`src/rtl/fetch_pc_unit_pkg.sv`:
```
// fetch_pc_unit_pkg: shared fetch-stage types and constants.
//   state_t     : fetch FSM states (IDLE, RUN, HALTED)
//   INSTR_BYTES : bytes per instruction word, used as the sequential PC step
//   NOP         : encoding loaded into the fetch register on reset
package fetch_pc_unit_pkg;
   typedef enum logic [1:0] {IDLE, RUN, HALTED} state_t;
   localparam int INSTR_BYTES = 4;
   localparam logic [31:0] NOP = 32'h0000_0000;
endpackage

```
`src/rtl/fetch_pc_unit_if.sv`:
```
// fetch_pc_unit_if: fetch-stage bus joining imem, redirect/halt sources and decode.
//   master : fetch unit (drives pc, if_valid, if_instr, if_pc[, misalign_err])
//   slave  : environment (drives inscode, redirect_*, halt, if_ready)
//   FETCH_ALIGN_CHECK_EN adds misalign_err.
interface fetch_pc_unit_if;
   logic [31:0] pc;
   logic [31:0] inscode;
   logic        redirect_valid;
   logic [31:0] redirect_pc;
   logic        halt;
   logic        if_valid;
   logic        if_ready;
   logic [31:0] if_instr;
   logic [31:0] if_pc;
`ifdef FETCH_ALIGN_CHECK_EN
   logic        misalign_err;
   modport master (output pc, if_valid, if_instr, if_pc, misalign_err,
                   input inscode, redirect_valid, redirect_pc, halt, if_ready);
   modport slave  (input pc, if_valid, if_instr, if_pc, misalign_err,
                   output inscode, redirect_valid, redirect_pc, halt, if_ready);
`else
   modport master (output pc, if_valid, if_instr, if_pc,
                   input inscode, redirect_valid, redirect_pc, halt, if_ready);
   modport slave  (input pc, if_valid, if_instr, if_pc,
                   output inscode, redirect_valid, redirect_pc, halt, if_ready);
`endif
endinterface

```
`src/rtl/fetch_pc_unit_fetch_reg_slot.sv`:
```
// fetch_reg_slot: single-entry valid/ready pipeline register holding instr+pc.
//   clk, rst_n       : clock, async active-low reset
//   i_load           : capture i_instr/i_pc this edge (caller checks o_free)
//   i_flush          : drop the held entry, overrides load and ready
//   i_ready          : downstream consumes the entry this cycle
//   o_valid/o_instr/o_pc : held entry;  o_free : slot can take a new entry
module fetch_reg_slot
   import fetch_pc_unit_pkg::*;
(
   input  logic        clk,
   input  logic        rst_n,
   input  logic        i_load,
   input  logic        i_flush,
   input  logic        i_ready,
   input  logic [31:0] i_instr,
   input  logic [31:0] i_pc,
   output logic        o_valid,
   output logic        o_free,
   output logic [31:0] o_instr,
   output logic [31:0] o_pc
);
   logic        r_valid;
   logic [31:0] r_instr;
   logic [31:0] r_pc;
   assign o_valid = r_valid;
   assign o_instr = r_instr;
   assign o_pc    = r_pc;
   assign o_free  = !r_valid || i_ready;
   always_ff @(posedge clk or negedge rst_n) begin
      if (!rst_n) begin
         r_valid <= 1'b0;
         r_instr <= NOP;
         r_pc    <= '0;
      end else if (i_flush) begin
         r_valid <= 1'b0;
      end else if (i_load) begin
         r_valid <= 1'b1;
         r_instr <= i_instr;
         r_pc    <= i_pc;
      end else if (i_ready) begin
         r_valid <= 1'b0;
      end
   end
endmodule

```
`src/rtl/fetch_pc_unit.sv`:
```
// fetch_pc_unit: PC owner and fetch FSM feeding a one-entry fetch register.
//   clk, rst_n : clock, async active-low reset
//   bus        : fetch_pc_unit_if.master (pc/inscode to imem, redirect/halt in,
//                if_valid/if_ready/if_instr/if_pc to decode)
//   Optional macro FETCH_ALIGN_CHECK_EN: misaligned redirects raise
//   misalign_err and halt instead of silently truncating.
module fetch_pc_unit
   import fetch_pc_unit_pkg::*;
#(
   parameter logic [31:0] RESET_PC   = 32'h0000_0000,
   parameter int          IMEM_BYTES = 32
) (
   input  logic             clk,
   input  logic             rst_n,
   fetch_pc_unit_if.master  bus
);
   localparam logic [31:0] MASK = 32'(IMEM_BYTES - 1);
   state_t      r_state, w_state_nxt;
   logic [31:0] r_pc, w_pc_nxt, w_target;
   logic        w_load, w_flush, w_free;
   // Word-align first, then fold into the image so oversize targets wrap.
   assign w_target = bus.redirect_pc & ~32'h3 & MASK;
   assign bus.pc   = r_pc;
`ifdef FETCH_ALIGN_CHECK_EN
   logic r_err, w_err_nxt;
   assign bus.misalign_err = r_err;
`endif
   always_comb begin
      w_state_nxt = r_state;
      w_pc_nxt    = r_pc;
      w_load      = 1'b0;
      w_flush     = 1'b0;
`ifdef FETCH_ALIGN_CHECK_EN
      w_err_nxt   = r_err;
`endif
      if (bus.redirect_valid) begin
         w_flush     = 1'b1;
         w_pc_nxt    = w_target;
         w_state_nxt = RUN;
`ifdef FETCH_ALIGN_CHECK_EN
         w_err_nxt   = bus.redirect_pc[1:0] != 2'b00;
         if (w_err_nxt) w_state_nxt = HALTED;
`endif
      end else if (r_state == IDLE) begin
         w_state_nxt = RUN;
      end else if (r_state == RUN) begin
         if (bus.halt) begin
            w_state_nxt = HALTED;
         end else if (w_free) begin
            w_load   = 1'b1;
            w_pc_nxt = (r_pc + 32'(INSTR_BYTES)) & MASK;
         end
      end
   end
   always_ff @(posedge clk or negedge rst_n) begin
      if (!rst_n) begin
         r_state <= IDLE;
         r_pc    <= RESET_PC;
`ifdef FETCH_ALIGN_CHECK_EN
         r_err   <= 1'b0;
`endif
      end else begin
         r_state <= w_state_nxt;
         r_pc    <= w_pc_nxt;
`ifdef FETCH_ALIGN_CHECK_EN
         r_err   <= w_err_nxt;
`endif
      end
   end
   fetch_reg_slot u_slot (
      .clk     (clk),
      .rst_n   (rst_n),
      .i_load  (w_load),
      .i_flush (w_flush),
      .i_ready (bus.if_ready),
      .i_instr (bus.inscode),
      .i_pc    (r_pc),
      .o_valid (bus.if_valid),
      .o_free  (w_free),
      .o_instr (bus.if_instr),
      .o_pc    (bus.if_pc)
   );
endmodule

```
`src/flat_wrapper.sv`:
```
// flat-port wrapper written by rule: the top's interface ports become plain ports
module fetch_pc_unit_flat import fetch_pc_unit_pkg::*;
#(
   parameter logic [31:0] RESET_PC   = 32'h0000_0000,
   parameter int          IMEM_BYTES = 32
)
  (clk, rst_n, bus_pc, bus_if_valid, bus_if_instr, bus_if_pc, bus_inscode, bus_redirect_valid, bus_redirect_pc, bus_halt, bus_if_ready);
  fetch_pc_unit_if bus_i ();
  input  logic clk;
  input  logic rst_n;
  output wire logic [$bits(bus_i.pc)-1:0] bus_pc;
  output wire logic [$bits(bus_i.if_valid)-1:0] bus_if_valid;
  output wire logic [$bits(bus_i.if_instr)-1:0] bus_if_instr;
  output wire logic [$bits(bus_i.if_pc)-1:0] bus_if_pc;
  input wire logic [$bits(bus_i.inscode)-1:0] bus_inscode;
  input wire logic [$bits(bus_i.redirect_valid)-1:0] bus_redirect_valid;
  input wire logic [$bits(bus_i.redirect_pc)-1:0] bus_redirect_pc;
  input wire logic [$bits(bus_i.halt)-1:0] bus_halt;
  input wire logic [$bits(bus_i.if_ready)-1:0] bus_if_ready;
  assign bus_pc = bus_i.pc;
  assign bus_if_valid = bus_i.if_valid;
  assign bus_if_instr = bus_i.if_instr;
  assign bus_if_pc = bus_i.if_pc;
  assign bus_i.inscode = bus_inscode;
  assign bus_i.redirect_valid = bus_redirect_valid;
  assign bus_i.redirect_pc = bus_redirect_pc;
  assign bus_i.halt = bus_halt;
  assign bus_i.if_ready = bus_if_ready;
  fetch_pc_unit #(.RESET_PC(RESET_PC), .IMEM_BYTES(IMEM_BYTES)) u_core (.clk(clk), .rst_n(rst_n), .bus(bus_i));
endmodule
```
`config.mk`:
```
export PLATFORM = sky130hd
export DESIGN_NAME = fetch_pc_unit_flat
export DESIGN_NICKNAME = d
export VERILOG_FILES = /design/src/rtl/fetch_pc_unit_pkg.sv /design/src/rtl/fetch_pc_unit_if.sv /design/src/rtl/fetch_pc_unit_fetch_reg_slot.sv /design/src/rtl/fetch_pc_unit.sv /design/src/flat_wrapper.sv
export SDC_FILE = /design/constraint.sdc
export NUM_CORES = 1
export LEC_CHECK = 0
export CORE_AREA = 2 2 65 67
export DETAILED_ROUTE_END_ITERATION = 10
export DIE_AREA = 0 0 67 69
export DONT_BUFFER_PORTS = 1
export GPL_TIMING_DRIVEN = 0
export PLACE_DENSITY = 0.72
export SYNTH_ARGS = -nofsm -noshare
export SYNTH_HDL_FRONTEND = slang
export SYNTH_SLANG_ARGS = --single-unit
```
`constraint.sdc`:
```
create_clock -name clk -period 1.7 [get_ports clk]
set_input_delay 0.51 -clock clk [delete_from_list [all_inputs] [get_ports clk]]
set_output_delay 0.51 -clock clk [all_outputs]
set_load 0.1 [all_outputs]
```
==> impl_metrics.py, run 1 <==
# Physical implementation metrics
metrics = {
    "run_status": {
        "status": "finished, violations left",
        "violations": "negative setup slack",
    },
    "final_layout": {
        "layout_top_cells": "63 x buf_4, 58 x conb_1, 36 x dfrtp_2",
        "drive_gt1_frac": 0.653,
    },
    "drt": {
        "viasPerCell": 4.21,
    },
    "worst_setup_path": {
        "slowest_stage": "dfrtp_4",
        "reg2reg_depth": 5,
        "crit_buf_inv": 2,
        "reg2reg_from": "u_core.u_slot.o_valid",
        "crit_type": "register to register",
    },
    "pwr": {
        "switching_power_w": 0.00293,
        "comb_power_share": 0.237,
        "sw_frac_of_total": 0.594,
        "clkPwrFrac": 0.126,
    },
    "global_route": {
        "grt_pass1_vias": 1146,
        "grt_max_degree": 42,
        "gr-total-overflow": 0,
    },
    "placement": {
        "placed_area_mm2": 0.00248,
        "dp.cells": 273,
        "gp_congestion": 0.730,
        "hpwl_um": 2780,
        "pre_cts_ws_ns": -0.446,
    },
    "floorplanning": {
        "core.rowCount": 23,
        "core_mm2": 0.00391,
        "fp.dieH_um": 69,
        "die-area_mm2": 0.00462,
    },
    "clock_tree": {
        "clock_latency_ns": 0.28,
        "clk_pin_slew_worst_paths_ns": 0.07,
        "cts-root-buf": "clkbuf_8",
        "cts_setup_buffers": 6,
        "clock_sinks": 41,
        "cts_resized": 41,
    },
    "timing": {
        "setup_viol": 35,
        "layout_setup_ws_ns": -0.0685,
        "worstMarginPinSlew_ns": 0.529,
        "period_used_share": 1.04,
    },
    "synthesis": {
        "simple_gate_share": 0.0490,
        "ys_sh_adder": 0.00597,
        "compound_area_frac": 0.0352,
        "ys_types": 27,
        "ys_cells": 166,
        "xor_share": 0,
    },
    "run": {
        "tool_warnings": 58,
    },
}
## run 1: stage by stage
stage,hold WS [ns],TNS [ns]
2_1_floorplan,0.214,-3.91
3_3_place_gp,0.215,-12.56
3_5_place_dp,0.215,-13.17
4_1_cts,0.0666,-5.10
5_1_grt,0.0682,-3.15
6_report,0.0672,-1.50
## run 1: layout make-up
class,instances,area (um2)
Fill cell,284,1110
Tap cell,50,62.6
Clock inverter,1,7.51
Sequential cell,41,1080
Inverter,2,7.51
Multi-Input combinational cell,118,928
Timing Repair Buffer,9,125
Buffer,62,503
Clock buffer,6,82.6
## run 1: state kept, by name, indices dropped and copies added, names as in the netlist
register	cells
u_core.u_slot.o_valid	1
u_core.u_slot.o_instr	32
u_core.u_slot.o_pc	3
u_core.r_state	2
u_core.bus.pc	3
## run 1: worst max path at each step
stage / to / start / slack, ns
after CTS: u_core.u_slot.o_instr[7] / u_core.u_slot.o_valid / -0.16
after detailed placement: u_core.u_slot.o_instr[0] / u_core.u_slot.o_valid / -0.45
final: u_core.u_slot.o_instr[13] / u_core.u_slot.o_valid / -0.07
after floorplan: u_core.u_slot.o_instr[0] / u_core.u_slot.o_valid / -0.16
after global placement: u_core.u_slot.o_pc[3] / u_core.u_slot.o_valid / -0.41
after global routing: u_core.u_slot.o_instr[16] / u_core.u_slot.o_valid / -0.11
## run 1: cells in the mapped netlist
cell,instances
buf_4,58
dfrtp_1,41
mux2_2,33
buf_6,3
nand2b_1,3
a21oi_1,2
inv_1,2
mux2_1,2
nor2_1,2
nor2b_1,2
o31a_1,2
a2bb2oi_1,1
a41oi_1,1
and2b_1,1
buf_2,1
conb_1,1
ha_1,1
nand2_1,1
nand2b_4,1
nand3_1,1
nor4_1,1
nor4_4,1
o211ai_1,1
o21ai_0,1
o311ai_0,1
o31ai_1,1
or2_2,1
### Signal wires on met1, run 1

Cells faint in the background.
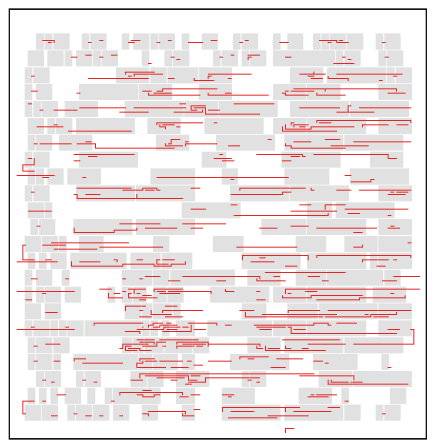
share of all routed wire	36%
wire length on this layer	1420 um
Post-Route WL: 3920 um
via count: 1217
met1 Use GR: 0.182

### M2 wires, run 1

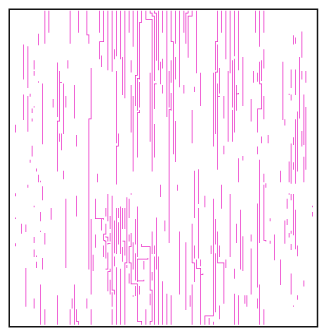
main direction	vertical
share of all routed wire	50%
grt met2 use: 0.275

### Met3 routing, run 1

Cells faint in the background.
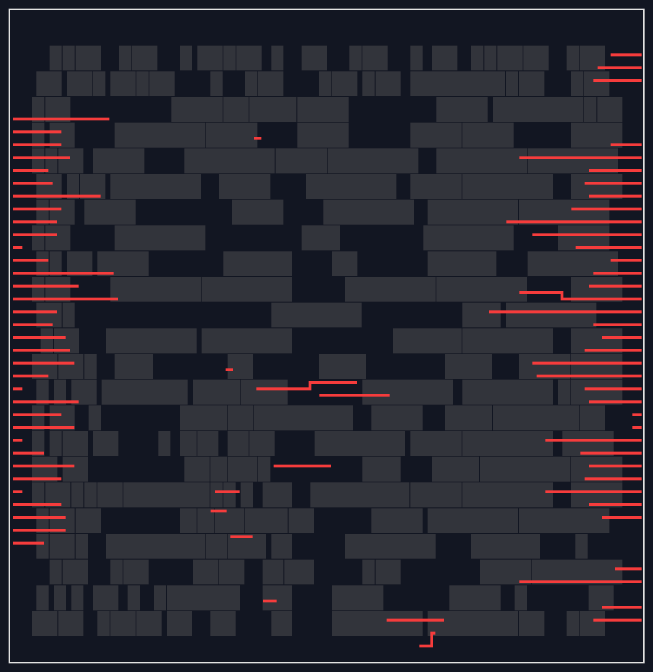
longest straight run	15.9 um
nets with wire on the layer	78
share of all routed wire	12%
met3 Use GR: 0.0489

### Congestion heat map, run 1

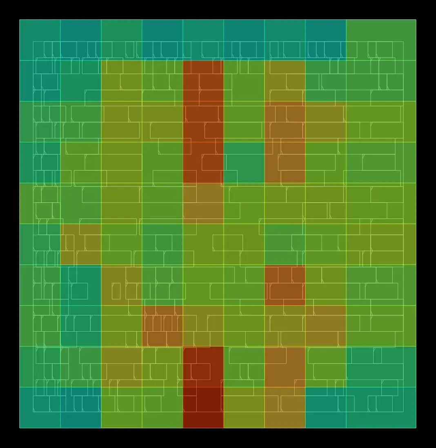
Final Util: 0.715
WL per Instance: 13.6 um
Most Used Layer, Global Route: met2

### Sequential cells coloured by netlist name, run 1

Scale bar: 20 um.
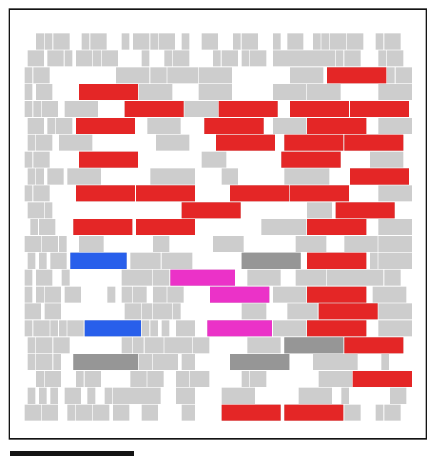

## Run 2: what changed since run 1
--- a/config.mk
+++ b/config.mk
@@ -5,12 +5,14 @@
 export SDC_FILE = /design/constraint.sdc
 export NUM_CORES = 1
 export LEC_CHECK = 0
-export CORE_AREA = 2 2 65 67
+export ABC_AREA = 1
+export CAP_MARGIN = 20
+export CORE_MARGIN = 1
+export CORE_UTILIZATION = 57
 export DETAILED_ROUTE_END_ITERATION = 10
-export DIE_AREA = 0 0 67 69
 export DONT_BUFFER_PORTS = 1
 export GPL_TIMING_DRIVEN = 0
-export PLACE_DENSITY = 0.72
+export PLACE_DENSITY = 0.75
 export SYNTH_ARGS = -nofsm -noshare
 export SYNTH_HDL_FRONTEND = slang
 export SYNTH_SLANG_ARGS = --single-unit
### Sequential cells coloured by netlist name, run 2

Scale bar: 20 um.
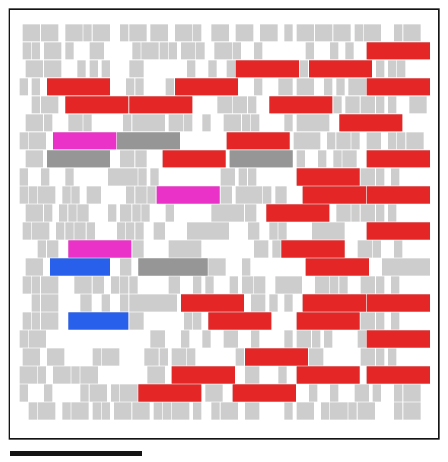
colour	netlist name	placed flops
blue	`u_core.r_state`	2
red	`u_core.u_slot.o_instr`	32
magenta	`u_core.bus.pc`	3

==> run 2 against run 1 <==
The flow now finishes without violations; clock power fell by 4.3%; global-route usage rose by 5.8 points; critical path depth rose by 1; worst hold slack got worse by 0.0057 ns; area after synthesis rose by 6.8%; total power rose by 7.1%; routed wire length rose by 15%; sequential cell count did not move; critical path type unchanged; largest power group unchanged.
==> impl_metrics.py, run 2 <==
# Physical implementation metrics
metrics = {
    "placement": {
        "hpwl_um": 3250,
        "gp_congestion": 0.762,
        "dp.cells": 363,
        "pre_cts_ws_ns": -0.0259,
    },
    "drt": {
        "wl_per_cell_um": 12.1,
        "wirelength_um": 4490,
        "vias": 1715,
    },
    "worst_setup_path": {
        "reg2reg_depth": 6,
        "critPathCapture": "u_core.bus.pc[3]",
        "cp-startpoint": "u_core.u_slot.o_valid",
    },
    "pwr": {
        "switching_power_w": 0.00346,
        "comb_power_share": 0.215,
    },
    "global_route": {
        "grt_pass1_vias": 1552,
        "gr-total-overflow": 0,
        "grt_max_degree": 42,
    },
    "synthesis": {
        "edf_count": 0,
        "common_cells": "86 x nand2_1, 59 x buf_4, 41 x dfrtp_1",
        "top_cell": "nand2_1",
        "synth-async-reset-ratio": 1.00,
        "ff_type": "dfrtp_1",
    },
    "timing": {
        "period_used_share": 0.897,
        "layout_setup_ws_ns": 0.174,
        "hold-worst-slack_ns": 0.0614,
    },
    "final_layout": {
        "layout_top_cells": "86 x nand2_1, 59 x buf_4, 58 x conb_1",
        "drive_gt1_frac": 0.373,
    },
    "clock_tree": {
        "clk_pin_slew_worst_paths_ns": 0.08,
        "cts-root-buf": "clkbuf_8",
        "clock_latency_ns": 0.29,
    },
    "floorplanning": {
        "fp.dieH_um": 64.7,
        "core.rowCount": 22,
    },
    "run_status": {
        "status": "completed",
    },
}
### M2 wires, run 2

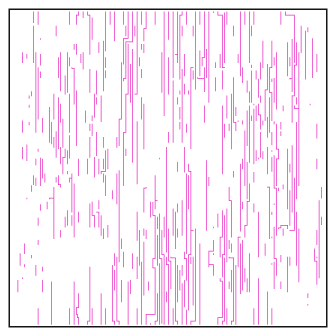
wire length on this layer	2190 um
longest straight run	27.2 um

-- run 2: critical path: stages, from the launching register on --
cell and delay (ns):
dfrtp_4 0.62, nand2_1 0.16, buf_4 0.20, nand3_1 0.17, nand2_1 0.13, nand2_1 0.08
nand2_1 0.05
-- run 2: metrics by stage --
step | setup TNS, ns | instance area [um2] | total power [W]
after floorplan | 0 | 2450 | 0.00448
after global placement | -0.00955 | 2510 | 0.00459
after detailed placement | -0.0259 | 2510 | 0.00462
after CTS | 0 | 2660 | 0.00529
after global routing | 0 | 2670 | 0.00549
final | 0 | 2670 | 0.00529
-- run 2: what timing repair did --
item | 4_1_cts | 5_1_grt
hold buffers | 1 | 0
endpoints found under the setup margin | 40 | 2
hold endpoints to repair | 41 | 0
resized | 38 | 1
-- run 2: layout make-up --
type / instances / area, um2
flip-flops and latches: 41 / 1080
fillers: 311 / 1050
clock inverters: 2 / 10.0
well taps: 48 / 60.1
clock buffers: 6 / 72.6
multi-input cells: 195 / 876
repair buffers: 1 / 20.0
inverters: 7 / 26.3
plain buffers: 72 / 523
-- run 2: metal layers --
layer / wire length (um) / GRT usage / part of all wire / up-vias
met5: 0 / 0 / 0 / -
met4: 16 / 0.0417 / 0.0036 / 0
met3: 564 / 0.104 / 0.13 / 2
met2: 2190 / 0.380 / 0.49 / 88
met1: 1720 / 0.252 / 0.38 / 774
li1: - / - / - / 851
-- run 2: cells by family (layout without fill, tap and decap cells) --
logic type / Yosys count / after routing / share of synthesized area
AND-OR/OR-AND: 5 / 5 / 0.0123
adder cells (fa/ha/maj): 1 / 1 / 0.00559
buffers and inverters: 79 / 88 / 0.246
flip-flops: 41 / 41 / 0.459
other: 1 / 58 / 0.00168
AND/OR/NAND/NOR: 131 / 131 / 0.276
### Met3 routing, run 2

Cells faint in the background.
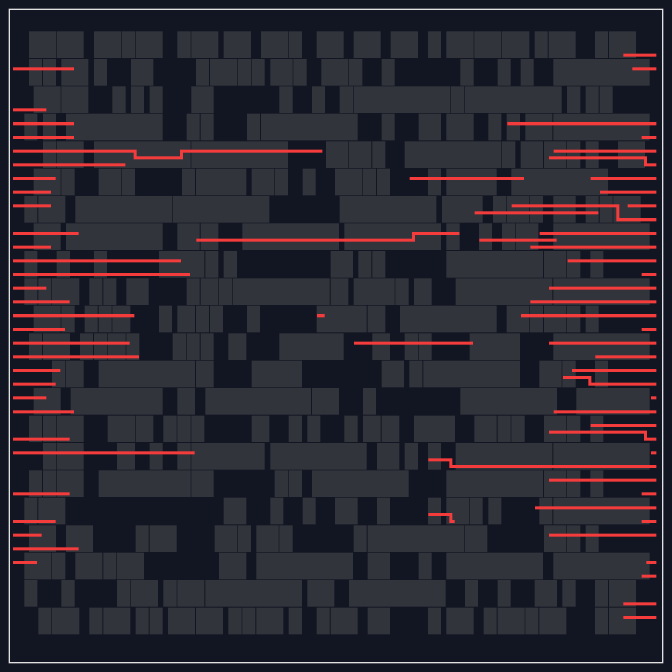

## Run 3: what changed since run 2
--- a/config.mk
+++ b/config.mk
@@ -9,10 +9,11 @@
 export CAP_MARGIN = 20
 export CORE_MARGIN = 1
 export CORE_UTILIZATION = 57
+export CTS_CLUSTER_DIAMETER = 80
 export DETAILED_ROUTE_END_ITERATION = 10
 export DONT_BUFFER_PORTS = 1
 export GPL_TIMING_DRIVEN = 0
-export PLACE_DENSITY = 0.75
+export PLACE_DENSITY = 0.82
 export SYNTH_ARGS = -nofsm -noshare
 export SYNTH_HDL_FRONTEND = slang
 export SYNTH_SLANG_ARGS = --single-unit
### Met3 routing, run 3

Cells faint in the background.
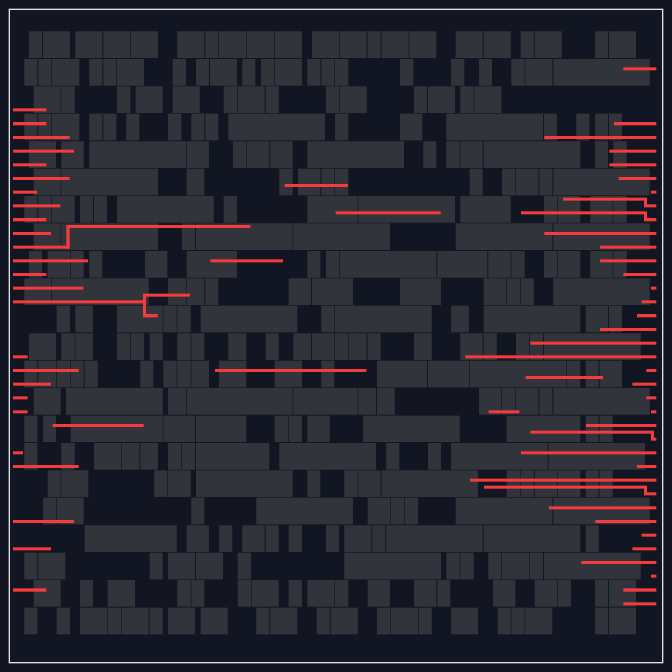
Post-Route WL: 4730 um
via count: 1758
met3 Use GR: 0.0757

### Signal wires on met1, run 3

Cells faint in the background.
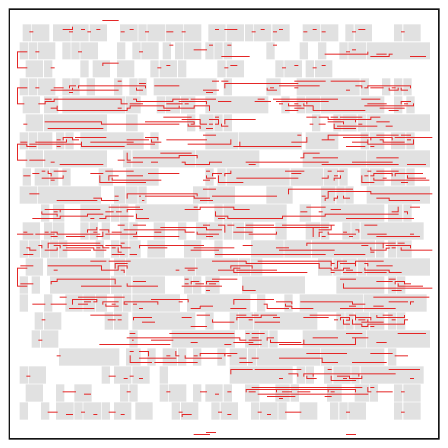
met1 Use GR: 0.269

==> run 3 against run 2 <==
Synthesized cell count did not move; highest routed layer is now met3; cell count did not move; combinational power barely moved; worst hold slack got worse by 0.0095 ns; maximum frequency fell by 0.59%; register-to-register slack barely moved; cell area rose by 0.52%; sequential share of layout area fell by 0.21 points; critical path type unchanged; clock power rose by 12%; worst setup slack got worse by 0.0091 ns.
==> impl_metrics.py, run 3 <==
# Physical implementation metrics
metrics = {
    "run_status": {
        "status": "completed",
    },
    "synthesis": {
        "common_cells": "86 x nand2_1, 59 x buf_4, 41 x dfrtp_1",
        "top_cell": "nand2_1",
        "ys_cells": 258,
        "synth-async-reset-ratio": 1.00,
        "edf_count": 0,
    },
    "clock_tree": {
        "clk_pin_slew_worst_paths_ns": 0.08,
        "cts_setup_buffers": 0,
    },
    "worst_setup_path": {
        "crit_type": "register to register",
        "crit_chain": "nand2_1 > buf_4 > buf_2 > nand4_1 > nand2_1",
        "reg2reg_from": "u_core.u_slot.o_valid",
        "slowest_delay_ns": 0.62,
        "critPathTopFamily": "flip-flops",
        "reg2reg_depth": 5,
    },
    "floorplanning": {
        "die-area_mm2": 0.00418,
        "fp.dieH_um": 64.7,
        "core_mm2": 0.00372,
    },
    "global_route": {
        "met2_usage": 0.430,
        "grt_max_degree": 42,
    },
    "placement": {
        "hpwl_um": 3450,
    },
    "drt": {
        "m1WireLength_um": 1750,
    },
}
-- run 3: metrics by stage --
step                       util  TNS (ns)  std cells  worst slack [ns]  power, W
after global placement    0.676  -0.00894        363          -0.00894   0.00459
after global routing      0.721         0        372            0.0493   0.00554
after detailed placement  0.676   -0.0476        363           -0.0425   0.00462
final                     0.721         0        372             0.165   0.00536
after floorplan               -         0        315            0.0560   0.00448
after CTS                 0.720         0        372            0.0810   0.00536
-- run 3: cell families (layout without fill, tap and decap cells) --
family          Yosys count  count (layout)  share of synthesized area
buf+inv                  79              88                      0.246
flops                    41              41                      0.459
compound gates            5               5                     0.0123
fa+ha+maj                 1               1                    0.00559
other cells               1              58                    0.00168
simple gates            131             131                      0.276
-- run 3: repair_timing --
action,in CTS,in global routing
hold buffers,1,0
setup endpoints to repair,40,2
resized,38,1
hold endpoints to repair,41,0
-- run 3: power by group through the flow --
stage	Combinational, W	Sequential, W	Clock (W)
6_report	0.00115	0.00355	0.000666
5_1_grt	0.00124	0.00359	0.000713
4_1_cts	0.00114	0.00355	0.000673
3_5_place_dp	0.00112	0.00350	0
3_3_place_gp	0.00109	0.00350	0
2_1_floorplan	0.00104	0.00344	0
-- run 3: final cells by class --
| class | instances | area, um2 |
|---|---|---|
| fillers | 290 | 1040 |
| well taps | 48 | 60.1 |
| inverters | 7 | 26.3 |
| flip-flops and latches | 41 | 1080 |
| multi-input cells | 195 | 876 |
| plain buffers | 72 | 523 |
| repair buffers | 1 | 20.0 |
| clock buffers | 6 | 82.6 |
| clock inverters | 2 | 13.8 |
No activity file was given, so power comes from the tool's default toggle rates.
